<file path="src/rtl/dest_rr_arbiter_if.sv">
// dest_rr_arbiter_if
//   Bundles the two destination-FIFO read ports and the output sink
//   handshake seen by dest_rr_arbiter.
//
//   Signals
//     D0_data_out / D1_data_out : FIFO read data (word popped on the previous rd)
//     D0_empty    / D1_empty    : FIFO empty flags
//     D0_rd       / D1_rd       : FIFO pop strobes
//     data_out, valid_out       : registered output word and its valid flag
//     src_out                   : source of data_out (0 = D0, 1 = D1)
//     out_ready                 : sink accepts data_out this cycle
//
//   Modports
//     slave  : the arbiter (consumes FIFO data, drives the sink)
//     master : the environment (FIFOs and sink)
interface dest_rr_arbiter_if #(
    parameter int BW = 6
);
    logic [BW-1:0] D0_data_out;
    logic          D0_empty;
    logic [BW-1:0] D1_data_out;
    logic          D1_empty;
    logic          D0_rd;
    logic          D1_rd;
    logic [BW-1:0] data_out;
    logic          valid_out;
    logic          src_out;
    logic          out_ready;

    modport slave (
        input  D0_data_out, D0_empty, D1_data_out, D1_empty, out_ready,
        output D0_rd, D1_rd, data_out, valid_out, src_out
    );

    modport master (
        output D0_data_out, D0_empty, D1_data_out, D1_empty, out_ready,
        input  D0_rd, D1_rd, data_out, valid_out, src_out
    );
endinterface

</file>
<file path="src/rtl/dest_rr_arbiter.sv">
// dest_rr_arbiter
//   Merges the D0/D1 destination FIFOs into one output stream. Channels are
//   chosen round-robin, one word is fetched at a time into a registered
//   output slot, and the slot is emptied through a valid/ready handshake.
//   Per-destination counters record the words accepted by the sink.
//
//   Ports
//     clk        : clock, all logic on the rising edge
//     reset      : synchronous active-high reset
//     active_in  : new FIFO reads may only start while high
//     bus        : FIFO read ports and sink handshake (slave modport)
//     count_D0   : words from D0 accepted by the sink (wraps)
//     count_D1   : words from D1 accepted by the sink (wraps)
//     busy       : high whenever the FSM is not IDLE
module dest_rr_arbiter #(
    parameter int BW    = 6,
    parameter int CNT_W = 8
) (
    input  logic               clk,
    input  logic               reset,
    input  logic               active_in,
    dest_rr_arbiter_if.slave   bus,
    output logic [CNT_W-1:0]   count_D0,
    output logic [CNT_W-1:0]   count_D1,
    output logic               busy
);

    typedef enum logic [1:0] {
        IDLE,
        ISSUE,
        LOAD,
        HOLD
    } state_t;

    state_t             state_q, state_d;
    logic               last_grant_q, last_grant_d;
    logic               grant_q, grant_d;
    logic               d0_rd_q, d0_rd_d;
    logic               d1_rd_q, d1_rd_d;
    logic [BW-1:0]      data_q, data_d;
    logic               valid_q, valid_d;
    logic               src_q, src_d;
    logic [CNT_W-1:0]   cnt0_q, cnt0_d;
    logic [CNT_W-1:0]   cnt1_q, cnt1_d;

    logic               cand0, cand1, any_cand, pick, handshake;

    // Round-robin pick: a lone candidate always wins; on a tie the channel
    // that did not win last time is chosen.
    assign cand0     = ~bus.D0_empty;
    assign cand1     = ~bus.D1_empty;
    assign any_cand  = cand0 | cand1;
    assign pick      = (cand0 & cand1) ? ~last_grant_q : cand1;
    assign handshake = valid_q & bus.out_ready;

    // Next-state logic. Empty flags are only looked at in IDLE and in HOLD
    // on a handshake, i.e. when no read is in flight, so a FIFO whose pop is
    // still travelling through ISSUE/LOAD can never be popped twice.
    always_comb begin
        state_d      = state_q;
        last_grant_d = last_grant_q;
        grant_d      = grant_q;
        d0_rd_d      = 1'b0;
        d1_rd_d      = 1'b0;
        data_d       = data_q;
        valid_d      = valid_q;
        src_d        = src_q;
        cnt0_d       = cnt0_q;
        cnt1_d       = cnt1_q;

        unique case (state_q)
            IDLE: begin
                if (active_in && any_cand) begin
                    state_d      = ISSUE;
                    grant_d      = pick;
                    last_grant_d = pick;
                    d0_rd_d      = ~pick;
                    d1_rd_d      = pick;
                end
            end
            ISSUE: begin
                state_d = LOAD;
            end
            LOAD: begin
                data_d  = grant_q ? bus.D1_data_out : bus.D0_data_out;
                src_d   = grant_q;
                valid_d = 1'b1;
                state_d = HOLD;
            end
            HOLD: begin
                if (handshake) begin
                    if (src_q) begin
                        cnt1_d = cnt1_q + 1'b1;
                    end else begin
                        cnt0_d = cnt0_q + 1'b1;
                    end
                    valid_d = 1'b0;
                    if (active_in && any_cand) begin
                        state_d      = ISSUE;
                        grant_d      = pick;
                        last_grant_d = pick;
                        d0_rd_d      = ~pick;
                        d1_rd_d      = pick;
                    end else begin
                        state_d = IDLE;
                    end
                end
            end
            default: begin
                state_d = IDLE;
            end
        endcase
    end

    // State registers. last_grant resets to D1 so that D0 wins the first tie.
    always_ff @(posedge clk) begin
        if (reset) begin
            state_q      <= IDLE;
            last_grant_q <= 1'b1;
            grant_q      <= 1'b0;
            d0_rd_q      <= 1'b0;
            d1_rd_q      <= 1'b0;
            data_q       <= '0;
            valid_q      <= 1'b0;
            src_q        <= 1'b0;
            cnt0_q       <= '0;
            cnt1_q       <= '0;
        end else begin
            state_q      <= state_d;
            last_grant_q <= last_grant_d;
            grant_q      <= grant_d;
            d0_rd_q      <= d0_rd_d;
            d1_rd_q      <= d1_rd_d;
            data_q       <= data_d;
            valid_q      <= valid_d;
            src_q        <= src_d;
            cnt0_q       <= cnt0_d;
            cnt1_q       <= cnt1_d;
        end
    end

    assign bus.D0_rd     = d0_rd_q;
    assign bus.D1_rd     = d1_rd_q;
    assign bus.data_out  = data_q;
    assign bus.valid_out = valid_q;
    assign bus.src_out   = src_q;
    assign count_D0      = cnt0_q;
    assign count_D1      = cnt1_q;
    assign busy          = (state_q != IDLE);

endmodule

</file>
<file path="src/flat_wrapper.sv">
// flat-port wrapper written by rule: the top's interface ports become plain ports
module dest_rr_arbiter_flat 
#(
    parameter int BW    = 6,
    parameter int CNT_W = 8
)
  (clk, reset, active_in, count_D0, count_D1, busy, bus_D0_data_out, bus_D0_empty, bus_D1_data_out, bus_D1_empty, bus_out_ready, bus_D0_rd, bus_D1_rd, bus_data_out, bus_valid_out, bus_src_out);
  dest_rr_arbiter_if #(.BW(BW)) bus_i ();
  input  logic clk;
  input  logic reset;
  input  logic active_in;
  output logic [CNT_W-1:0] count_D0;
  output logic [CNT_W-1:0] count_D1;
  output logic busy;
  input wire logic [$bits(bus_i.D0_data_out)-1:0] bus_D0_data_out;
  input wire logic [$bits(bus_i.D0_empty)-1:0] bus_D0_empty;
  input wire logic [$bits(bus_i.D1_data_out)-1:0] bus_D1_data_out;
  input wire logic [$bits(bus_i.D1_empty)-1:0] bus_D1_empty;
  input wire logic [$bits(bus_i.out_ready)-1:0] bus_out_ready;
  output wire logic [$bits(bus_i.D0_rd)-1:0] bus_D0_rd;
  output wire logic [$bits(bus_i.D1_rd)-1:0] bus_D1_rd;
  output wire logic [$bits(bus_i.data_out)-1:0] bus_data_out;
  output wire logic [$bits(bus_i.valid_out)-1:0] bus_valid_out;
  output wire logic [$bits(bus_i.src_out)-1:0] bus_src_out;
  assign bus_i.D0_data_out = bus_D0_data_out;
  assign bus_i.D0_empty = bus_D0_empty;
  assign bus_i.D1_data_out = bus_D1_data_out;
  assign bus_i.D1_empty = bus_D1_empty;
  assign bus_i.out_ready = bus_out_ready;
  assign bus_D0_rd = bus_i.D0_rd;
  assign bus_D1_rd = bus_i.D1_rd;
  assign bus_data_out = bus_i.data_out;
  assign bus_valid_out = bus_i.valid_out;
  assign bus_src_out = bus_i.src_out;
  dest_rr_arbiter #(.BW(BW), .CNT_W(CNT_W)) u_core (.clk(clk), .reset(reset), .active_in(active_in), .bus(bus_i), .count_D0(count_D0), .count_D1(count_D1), .busy(busy));
endmodule
</file>
<file path="config.mk">
export PLATFORM = sky130hd
export DESIGN_NAME = dest_rr_arbiter_flat
export DESIGN_NICKNAME = d
export VERILOG_FILES = /design/src/rtl/dest_rr_arbiter_if.sv /design/src/rtl/dest_rr_arbiter.sv /design/src/flat_wrapper.sv
export SDC_FILE = /design/constraint.sdc
export NUM_CORES = 1
export LEC_CHECK = 0
export ABC_AREA = 1
export CORE_AREA = 2 2 73 75
export CTS_BUF_LIST = sky130_fd_sc_hd__clkbuf_16
export DETAILED_ROUTE_END_ITERATION = 10
export DIE_AREA = 0 0 75 77
export GPL_TIMING_DRIVEN = 0
export RECOVER_POWER = 25
export SYNTH_ARGS = -nofsm -noshare
export SYNTH_HDL_FRONTEND = slang
export SYNTH_SLANG_ARGS = --single-unit
</file>
<file path="constraint.sdc">
create_clock -name clk -period 1.8 [get_ports clk]
set_input_delay 0.18 -clock clk [delete_from_list [all_inputs] [get_ports clk]]
set_output_delay 0.18 -clock clk [all_outputs]
set_load 0.02 [all_outputs]
</file>
run_1/class_map.png
The bar under the picture is 20 µm long. Fill, decap, tap and diode cells in gray.
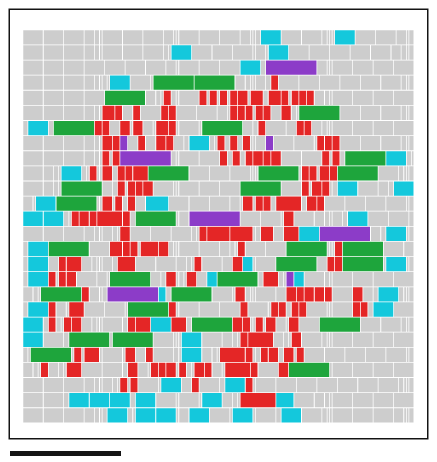
- red: remaining logic cells (cells 170; share of their area 40%)
- cyan: remaining buffers and delay cells (cells 49; share of their area 23%)
- purple: clock drivers and dummy loads (cells 8; share of their area 6.7%)
- green: registers (cells 30; share of their area 30%)

run_1/placed.png
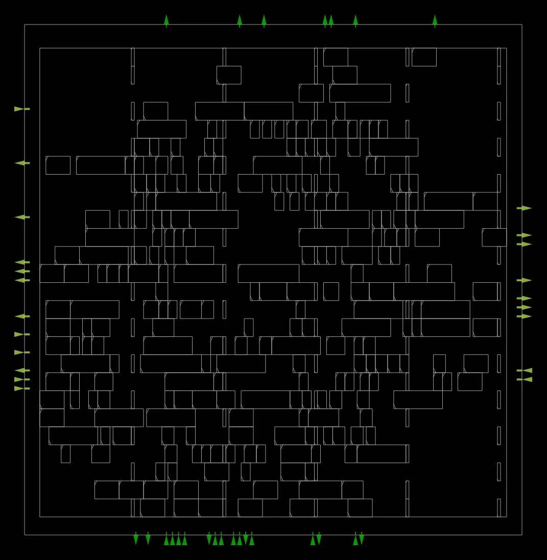
FP Rows: 26
area of the core: 4980 µm²

run_1/route_heat.png
15 x 15 tiles, from black (low) to pale yellow (high), scaled to the fullest tile. Values are wire area over tile area, all layers added.
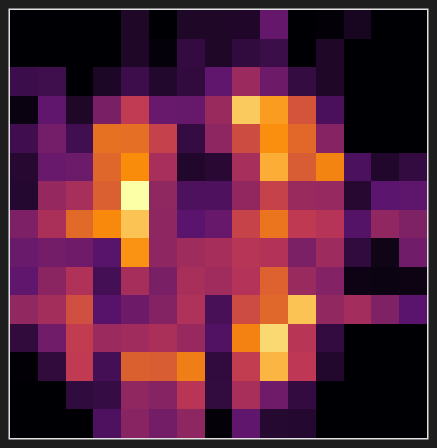
- emptiest ninth of the die: north-east
- fullest tile: 0.33
- tiles over half the peak: 18%

==> results.toml, run 1 <==
# physical design summary
[power]
power.total_mw = 2.25
p_comb_frac = 0.285
clkPwrFrac = 0.343
p_leak_nw = 0.896
powerDensity_nw_per_um2 = 1070
maxPowerGroup = "sequential cells"
pwr-share-seq = 0.372
p_comb_mw = 0.641
peakVddDrop_v = 0.000586
p_sw_mw = 0.712
internal-power_mw = 1.54
pg_clk_mw = 0.772

[finish]
antennaDiodeCount = 0
final_cell_mix = "nand2_1, clkdlybuf4s50_1, dfxtp_1"
design_area_um2 = 2110
lay_top_count = "nand2_1"
logic_area_um2 = 703

[setup_path]
r2r-start = "u_core.state_q[0]"
cp.depth = 1
cp_cell_sequence = "clkdlybuf4s50_1"
critical_path.startpoint = "u_core.bus.src_out"
r2r_cells = 6
cp.buffers_inverters = 1
slowest_stage = "clkdlybuf4s50_1"
startpoint_type = "flop"
cp_data_required_time_ns = 1.62
cp_max_fo = 5

[routing]
vias_per_cell = 4.31
wl_met3_um = 173
drt_iter0_markers = 69
routed_wl_mm = 3.32
drc_errors = 0
num_vias = 1410
dr.pass1.iters = 5

[global_routing]
grt_busiest_layer = "met2"
met3_usage = 0.0407
grt_util_all_layers = 0.129
antenna_found_initial = 0
grt_pass1_wl_mm = 5.71
grt_util_met2 = 0.196

[timing]
rsz0062_at_grt = "no"
finalSetupViolations = 0
min_period_over_period = 0.883
tightest_slew_ns = 0.406
hold_violations = 0
final.min_clock_period_ns = 1.59

[run]
drv_cap = 0

[synth]
synth_cell_types = 21
ys_area_um2 = 1450
ys_warn_count = 0
ys_seq_frac = 0.414
netlist_logic_family_top = "simple AND/OR/NAND/NOR gates"
fp_nets = 228
synth_adder_area_share = 0.0431

[floorplan]
fp_util = 0.292
die_area_um2 = 5780
die_y_um = 77

[clocking]
postCtsHoldBufs = 0
worstSkewPairLatency_ns = 0.27
post_cts_buffers = 0
clk_pin_slew_ns = 0.05
cts_resized = 1
htreeDepth = 2
cts_tree = "done"

[worst_hold_path]
hold_class = "reg -> reg"
holdPathEnd = "u_core.last_grant_q"

[status]
status = "finished, final reports clean"

[placement]
hpwlAfterDp_mm = 2.46
routabilityCongestion = 0.865
port_buffers = 44
place_ws_ns = 0.292
-- run 1: layout make-up --
class                      count  share of cell area
multi-input combinational    139               0.333
sequential                    30               0.284
timing repair buffer          44               0.208
clock buffer                   5              0.0592
inverter                      31              0.0551
tap                           70              0.0414
buffer                         5              0.0142
clock inverter                 3             0.00533
-- run 1: synth_stat cells (all sizes together) --
| master | n | area, µm² |
|---|---|---|
| a21oi | 13 | 72.6 |
| buf | 5 | 31.3 |
| a31oi | 1 | 6.26 |
| dfxtp | 30 | 601 |
| o211ai | 7 | 52.6 |
| nor2 | 30 | 128 |
| nand3 | 21 | 118 |
| ha | 5 | 62.6 |
| nand2 | 48 | 185 |
| o21ai | 7 | 35.0 |
| o21a | 2 | 15.0 |
| nand4 | 3 | 18.8 |
| inv | 31 | 116 |
| nor3 | 2 | 10.0 |
## Run 2: what changed since run 1
- CORE_AREA: 2 2 73 75 -> 2 2 71 73
- DIE_AREA: 0 0 75 77 -> 0 0 73 75
- clock period: 1.8 -> 1.9 ns (I/O delays scaled with it)
==> run 2 against run 1 <==
- sequential share of layout area rose by 0.48 points
- core utilization increased by 2.1 points
- critical path depth rose by 3
- cell count decreased by 5.2%
- synthesized cell count stayed put
- sequential power shrank 5.5%
- sequential cell count is the same
- cell area decreased by 1.7%
- clock skew rose by 0.00063 ns
- clock-buffer cell count unchanged
- wire length decreased by 2.8%
- critical endpoint is now busy
==> results.toml, run 2 <==
# physical design summary
[finish]
antennaDiodeCount = 0
lay_top_count = "nand2_1"
final_cell_mix = "nand2_1, clkdlybuf4s50_1, inv_1"
design_area_um2 = 2080

[synth]
ys.flop_type = "dfxtp_1"
synthTopCellsByCount = "nand2_1, dfxtp_1, inv_1, nor2_1, nand3_1"
netlist_top_cells_area = "dfxtp_1, nand2_1, inv_1, nor2_1, nand3_1"
top_area_frac = 0.414
ys_warn_count = 0
fp_nets = 228
yosys.area_share.aoi = 0.125
synth_top_cell_by_count = "nand2_1"
edf_count = 0
synth_adder_area_share = 0.0431
top_area_cell = "dfxtp_1"
ys_area_um2 = 1450
netlist_area_um2 = 1450
ys_seq_frac = 0.414
async_flop_share = 0
synth_cell_types = 21
netlist_logic_family_top = "simple AND/OR/NAND/NOR gates"

[setup_path]
cp_max_fo = 4
cp.buffers_inverters = 3
arrival_ns = 1.60
cp_cell_sequence = "inv_1 > ha_1 > inv_1 > clkdlybuf4s50_1"
startpoint_type = "flop"
cp_data_required_time_ns = 1.71
slowest_stage = "clkdlybuf4s50_1"

[clocking]
cts_tree = "done"
htreeDepth = 2
postCtsHoldBufs = 0
cts_resized = 0
cts.sinks = 30
worstSkewPairLatency_ns = 0.27
post_cts_buffers = 0
clk_pin_slew_ns = 0.05

[timing]
tightest_slew_ns = 0.389
min_period_over_period = 0.943
rsz0062_at_grt = "no"
finalSetupViolations = 0
hold_violations = 0
final.min_clock_period_ns = 1.79
tns_ns = 0

[power]
p_comb_mw = 0.620
p_comb_frac = 0.291
peakVddDrop_v = 0.000412
power.total_mw = 2.13
maxPowerGroup = "sequential cells"
powerDensity_nw_per_um2 = 1020
internal-power_mw = 1.47
pwr-share-seq = 0.372
p_leak_nw = 0.889
clkPwrFrac = 0.337
p_sw_mw = 0.654

[global_routing]
grt_util_all_layers = 0.137
grt_pass1_vias = 1291
grt_pass1_wl_mm = 5.73
use_met1 = 0.172
grt_busiest_layer = "met2"
grt_util_met2 = 0.210
met3_usage = 0.0482
grt-ovfl-total = 0

[placement]
port_buffers = 44
place_area_um2 = 1960
routabilityCongestion = 0.757
hpwlAfterDp_mm = 2.39
place_ws_ns = 0.386

[run]
tool_warnings = 28
drv_cap = 0

[floorplan]
core_area_um2 = 4660
die_y_um = 75
fp_util = 0.311
pin_count = 45
rows = 25
die_area_um2 = 5480

[worst_hold_path]
hold_class = "reg -> reg"

[routing]
drt_iter0_markers = 81
num_vias = 1378
vias_per_cell = 4.45
routed_wl_mm = 3.23
drc_errors = 0
wl_met3_um = 180
dr_wl_met2_mm = 1.42
dr.pass1.iters = 4

[status]
status = "finished, final reports clean"
## run 2: cell counts after synthesis
Identical to the previous run, type by type.
## run 2: layout make-up
type,instances,area (µm²)
inverters,31,116
flip-flops and latches,30,601
clock buffers,5,125
clock inverters,2,7.51
plain buffers,5,30.0
well taps,54,67.6
repair buffers,44,440
fillers,510,2580
multi-input cells,139,691
## run 2: path summary, 6_finish.rpt
kind / startpoint / endpoint / slack, ns / cells past startpoint
worst min-delay path: u_core.last_grant_q / u_core.last_grant_q / 0.46 / 2
worst max-delay path: u_core.state_q[0] / busy / 0.11 / 4
worst min register to register: u_core.last_grant_q / u_core.last_grant_q / 0.46 / 2
worst max register to register: u_core.state_q[1] / u_core.count_D1[5] / 0.33 / 8
run_2/route_heat.png
15 x 15 tiles, from black (low) to pale yellow (high), scaled to the fullest tile. Values are wire area over tile area, all layers added.
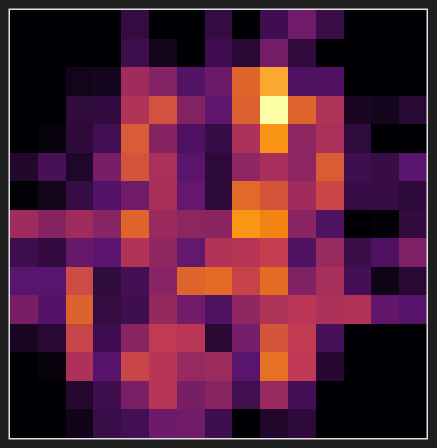
- mean over tiles: 0.095
- emptiest ninth of the die: north-west
- densest ninth of the die: center
- fullest tile: 0.38
- nearly empty tiles: 24%
- tiles over half the peak: 13%

run_2/placed.png
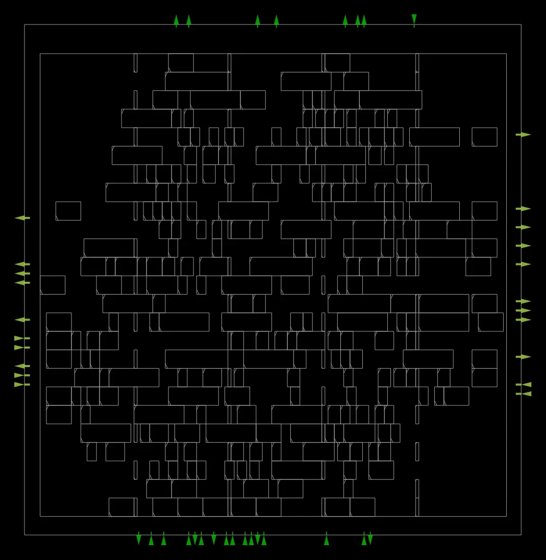
number of fillers in the final layout: 510
Layout Utilization: 0.446
n_taps: 54
flop share of the area: 0.289

Power figures rest on the tool's default switching activity, not on a simulated workload.
